`config.mk`:
```
export PLATFORM = sky130hd
export DESIGN_NAME = shared_port_arbiter
export DESIGN_NICKNAME = d
export VERILOG_FILES = /design/src/rtl/shared_port_arbiter.sv
export SDC_FILE = /design/constraint.sdc
export NUM_CORES = 1
export LEC_CHECK = 0
export ABC_AREA = 1
export ABC_CLOCK_PERIOD_IN_PS = 2900
export CORE_MARGIN = 5
export CORE_UTILIZATION = 45
export DETAILED_ROUTE_END_ITERATION = 10
export GPL_TIMING_DRIVEN = 0
export PLACE_DENSITY = 0.91
export SYNTH_ARGS = -nofsm -noshare
export SYNTH_HDL_FRONTEND = slang
export SYNTH_SLANG_ARGS = --single-unit
```
`constraint.sdc`:
```
create_clock -name clk -period 2.9 [get_ports clk]
set_input_delay 0.29 -clock clk [delete_from_list [all_inputs] [get_ports clk]]
set_output_delay 0.29 -clock clk [all_outputs]
set_load 0.01 [all_outputs]
```
`src/rtl/shared_port_arbiter.sv`:
```
// rtl/shared_port_arbiter.sv - round-robin owner arbiter for one shared port, with turnaround and hold timeout
module shared_port_arbiter #(
  parameter int N        = 4,
  parameter int W        = 8,
  parameter int MAX_HOLD = 16
) (
  input  logic           clk,
  input  logic           rst,
  input  logic [N-1:0]   req,
  input  logic [N*W-1:0] data_in,
  output logic [N-1:0]   grant,
  output logic [W-1:0]   port_out,
  output logic           port_oe,
  output logic           busy,
  output logic           timeout
);

  localparam int PW = (N > 1) ? $clog2(N) : 1;
  localparam int HW = $clog2(MAX_HOLD) + 1;

  typedef enum logic [1:0] {
    S_IDLE = 2'd0,
    S_OWN  = 2'd1,
    S_TURN = 2'd2
  } state_t;

  state_t          r_state;
  logic [N-1:0]    r_grant;
  logic [PW-1:0]   r_ptr;
  logic [HW-1:0]   r_hold_cnt;
  logic            r_timeout;

  state_t          w_state_nxt;
  logic [N-1:0]    w_grant_nxt;
  logic [PW-1:0]   w_ptr_nxt;
  logic [HW-1:0]   w_hold_nxt;
  logic            w_timeout_nxt;

  logic            w_hi_any;
  logic            w_lo_any;
  logic [PW-1:0]   w_hi_idx;
  logic [PW-1:0]   w_lo_idx;
  logic [PW-1:0]   w_winner;
  logic [PW-1:0]   w_winner_next;
  logic [N-1:0]    w_winner_onehot;
  logic            w_owner_req;
  logic            w_at_limit;
  logic [W-1:0]    w_mux;

  // Round-robin pick: lowest requester at or above ptr, else lowest overall (wrap-around)
  always_comb begin
    w_hi_any = 1'b0;
    w_lo_any = 1'b0;
    w_hi_idx = '0;
    w_lo_idx = '0;
    for (int i = N - 1; i >= 0; i--) begin
      if (req[i]) begin
        w_lo_any = 1'b1;
        w_lo_idx = PW'(i);
        if (i >= int'(r_ptr)) begin
          w_hi_any = 1'b1;
          w_hi_idx = PW'(i);
        end
      end
    end
    w_winner        = w_hi_any ? w_hi_idx : w_lo_idx;
    w_winner_next   = (w_winner == PW'(N - 1)) ? '0 : w_winner + 1'b1;
    w_winner_onehot = {{(N-1){1'b0}}, 1'b1} << w_winner;
  end

  assign w_owner_req = |(req & r_grant);
  assign w_at_limit  = (r_hold_cnt == HW'(MAX_HOLD - 1));

  // State register: reset drops any owner immediately, no turnaround
  always_ff @(posedge clk) begin
    if (rst) begin
      r_state    <= S_IDLE;
      r_grant    <= '0;
      r_ptr      <= '0;
      r_hold_cnt <= '0;
      r_timeout  <= 1'b0;
    end else begin
      r_state    <= w_state_nxt;
      r_grant    <= w_grant_nxt;
      r_ptr      <= w_ptr_nxt;
      r_hold_cnt <= w_hold_nxt;
      r_timeout  <= w_timeout_nxt;
    end
  end

  // Next-state: arbitrate from IDLE/TURN, release on drop or hold limit from OWN
  always_comb begin
    w_state_nxt   = r_state;
    w_grant_nxt   = r_grant;
    w_ptr_nxt     = r_ptr;
    w_hold_nxt    = r_hold_cnt;
    w_timeout_nxt = 1'b0;
    case (r_state)
      S_IDLE, S_TURN: begin
        if (w_lo_any) begin
          w_state_nxt = S_OWN;
          w_grant_nxt = w_winner_onehot;
          w_hold_nxt  = '0;
          w_ptr_nxt   = w_winner_next;
        end else begin
          w_state_nxt = S_IDLE;
          w_grant_nxt = '0;
        end
      end
      S_OWN: begin
        if (!w_owner_req) begin
          w_state_nxt = S_TURN;
          w_grant_nxt = '0;
        end else if (w_at_limit) begin
          w_state_nxt   = S_TURN;
          w_grant_nxt   = '0;
          w_timeout_nxt = 1'b1;
        end else begin
          w_hold_nxt = r_hold_cnt + 1'b1;
        end
      end
      default: begin
        w_state_nxt = S_IDLE;
        w_grant_nxt = '0;
      end
    endcase
  end

  // Outputs: drive the owner's data only while in OWN, otherwise the port is released and zero
  always_comb begin
    w_mux = '0;
    for (int i = 0; i < N; i++) begin
      if (r_grant[i]) begin
        w_mux = w_mux | data_in[i*W +: W];
      end
    end
    grant    = r_grant;
    port_oe  = (r_state == S_OWN);
    busy     = (r_state == S_OWN) || (r_state == S_TURN);
    timeout  = r_timeout;
    port_out = port_oe ? w_mux : '0;
  end

endmodule

```
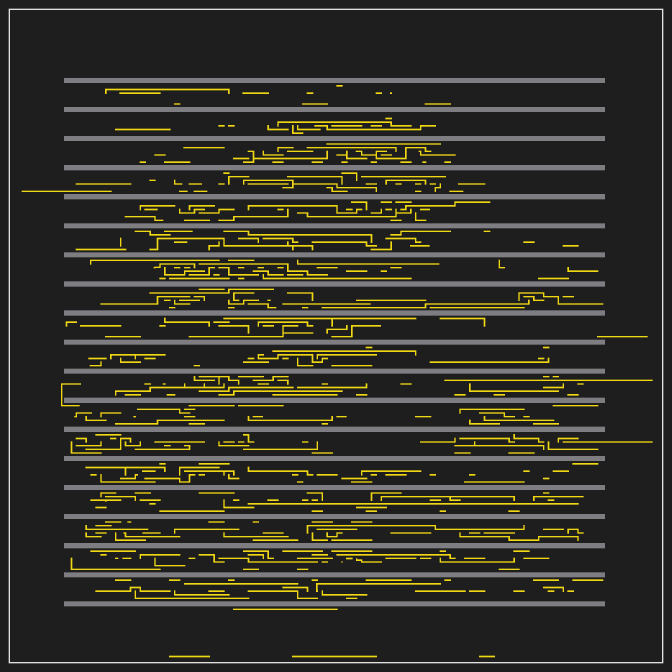
Fig. 1. Metal 1.
Supply wires on this layer in gray.
nets with wire on the layer	243
share of all routed wire	43%
wire length on this layer	1,410 µm
longest straight run	30.8 µm
drt total wl: 3290 µm
met1 usage: 0.224
Vias: 1,334

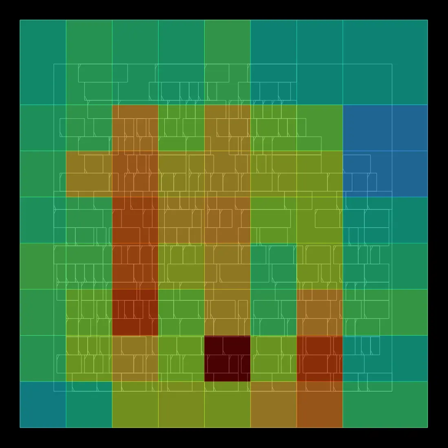
Fig. 2. Congestion heat map.
GRT met3 Usage: 0.0489
Routed wire per std cell: 12.4 µm
gr busiest metal: met2
Util after Layout: 0.712
GRT met2 Usage: 0.340

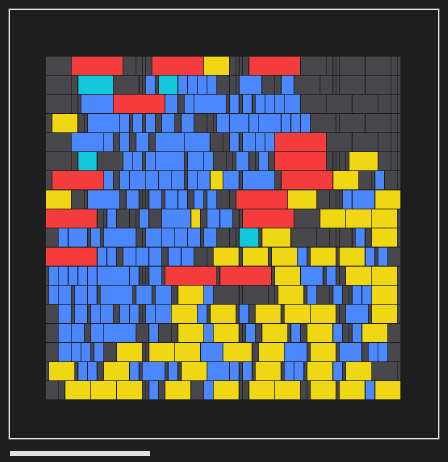
Fig. 3. Cells colored by class.
The bar under the picture is 20 µm long. Fill, decap, tap and diode cells in gray.
color	class	cells
red	sequential cells	14
yellow	remaining buffers and delay cells	58
blue	combinational and other logic	159
cyan	clock drivers and dummy loads	4
core area: 0.00248 mm²
Final Instance Area: 0.00176 mm²
row count: 18
fraction of area in registers: 0.159

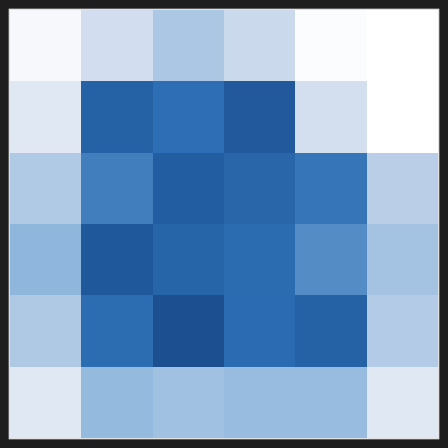
Fig. 4. Cell area per tile.
The die is cut into 6 by 6 equal tiles; white is low, dark blue is high, 0 to 100% covered.
tiles over 75% full	33%
densest ninth of the die	center
mean over tiles	46%
Init Core Util: 0.472

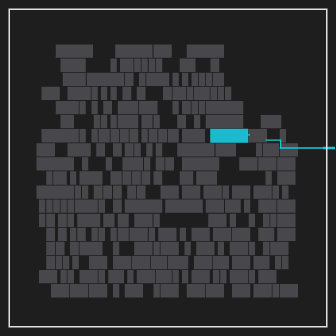
Fig. 5. Nets reached from selected ports.
color	port	direction	edge	end cells	buffers	wire
cyan	`timeout`	output	east	1	1	13.5 µm
Top Ports: 53
Port Buffers: 52

sequential cells by signal, indices dropped and copies added (netlist names):
register	cells
r_hold_cnt	5
timeout	1
r_ptr	2
grant	4
r_state	2
routing by layer:
layer,track usage,wire length [µm],up-vias
met4,0.0526,57,0
met2,0.340,1630,35
met5,0,0,-
met3,0.0489,188,9
li1,-,-,703
met1,0.224,1410,587
worst max-delay path: stages (launching register included):
cell	delay, ns
dfxtp_1	0.41
ha_1	0.33
inv_2	0.12
buf_2	0.21
a41oi_1	0.19
clkdlybuf4s50_1	0.58
per-stage QoR:
step	cells	utilization	cell area, µm²	hold slack (ns)	setup slack [ns]
3_3_place_gp	261	0.697	1730	0.479	0.836
4_1_cts	265	0.712	1760	0.497	0.475
5_1_grt	265	0.712	1760	0.526	0.283
6_report	265	0.712	1760	0.497	0.486
2_1_floorplan	179	-	1170	0.368	1.38
3_5_place_dp	261	0.697	1730	0.484	0.804
layout make-up:
| type | count | area [µm²] | area share |
|---|---|---|---|
| buffer | 6 | 53.8 | 0.0305 |
| clock buffer | 4 | 36.3 | 0.0206 |
| inverter | 19 | 71.3 | 0.0404 |
| multi-input combinational | 140 | 764 | 0.433 |
| sequential | 14 | 280 | 0.159 |
| tap | 30 | 37.5 | 0.0213 |
| timing repair buffer | 52 | 520 | 0.295 |
power breakdown:
part | internal [mW] | total (mW) | switching, mW
Sequential | 0.237 | 0.275 | 0.0383
Combinational | 0.248 | 0.544 | 0.296
Clock | 0.0766 | 0.142 | 0.0654
how the worst max path moves through the flow:
stage | endpoint | slack (ns) | depth (start not counted)
floorplan | port_out[0] | 1.38 | 5
global placement | port_out[4] | 0.84 | 6
detailed placement | port_out[6] | 0.80 | 6
CTS | port_out[6] | 0.47 | 6
global route | port_out[4] | 0.28 | 6
finish | port_out[1] | 0.49 | 5
==> run_results.csv <==
group,metric,value,unit
worst_setup_path,critPathCaptureType,"output port",
logic_synthesis,ys_seq_share,0.240,
clock_tree,postCtsSetupRepairBufs,0,
final_timing,fmax,414,MHz
logic_synthesis,ys_cells,179,
global_route,grt_max_degree,11,
final_timing,worstMarginPinSlew,0.466,ns
layout,n_fill_cell,218,
final_timing,tns,0,ns
worst_hold_path,min_to,"r_hold_cnt[3]$_SDFFE_PP0P_",
worst_setup_path,cp_max_fo,10,
final_timing,post-route-period-util,0.832,
logic_synthesis,top_cells_by_area,"dfxtp_1 (24%), nand2_1 (18%), ha_1 (11%), nand3_1 (8.1%), a41oi_1 (6.0%)",
logic_synthesis,yosys-stat-area,0.00117,mm²
pwr,total_power,961,µW
worst_hold_path,hold_start,"r_hold_cnt[3]$_SDFFE_PP0P_",
global_route,track_usage,0.190,
drt,post_drt_via_cell_ratio,5.03,
final_timing,rsz0062_at_grt,"false",
clock_tree,cts-resized-gates,0,
clock_tree,cts_tree,"yes",
logic_synthesis,ys_sh_aoi,0.138,
run_status,status,"finished clean",
layout,final_common_cell,"nand2_1",
clock_tree,clockBufferDepth,2,
final_timing,min_period,2.41,ns
logic_synthesis,ys.flop_type,"dfxtp_1",
pwr,total_leakage_power,0.697,nW
drt,drt_iter0_drc,40,
clock_tree,path_clk_slew,0.08,ns
drt,drt_first_pass_iters,4,
worst_setup_path,r2r_start,"r_hold_cnt[0]$_SDFFE_PP0P_",
floorplan,die_h,61.0,µm
worst_setup_path,worstPathArrival,2.12,ns
logic_synthesis,synthAdderAreaFrac,0.107,
pwr,powerDensity,545,mW/mm²
worst_hold_path,hp-class,"flop to flop",
floorplan,die_w,61.0,µm
logic_synthesis,top_cell,"nand2_1",
logic_synthesis,logic_family,"simple AND/OR/NAND/NOR gates",
worst_setup_path,crit_start,"r_state[0]$_SDFFE_PP0P_",
layout,nets,284,
placed_design,place.gp.congestion,0.827,
clock_tree,cts_hold_buf,0,
worst_hold_path,hold_depth,2,
drt,antenna_left,0,
worst_setup_path,r2r-end,"r_hold_cnt[4]$_SDFFE_PP0P_",
Power figures rest on the tool's default switching activity, not on a simulated workload.
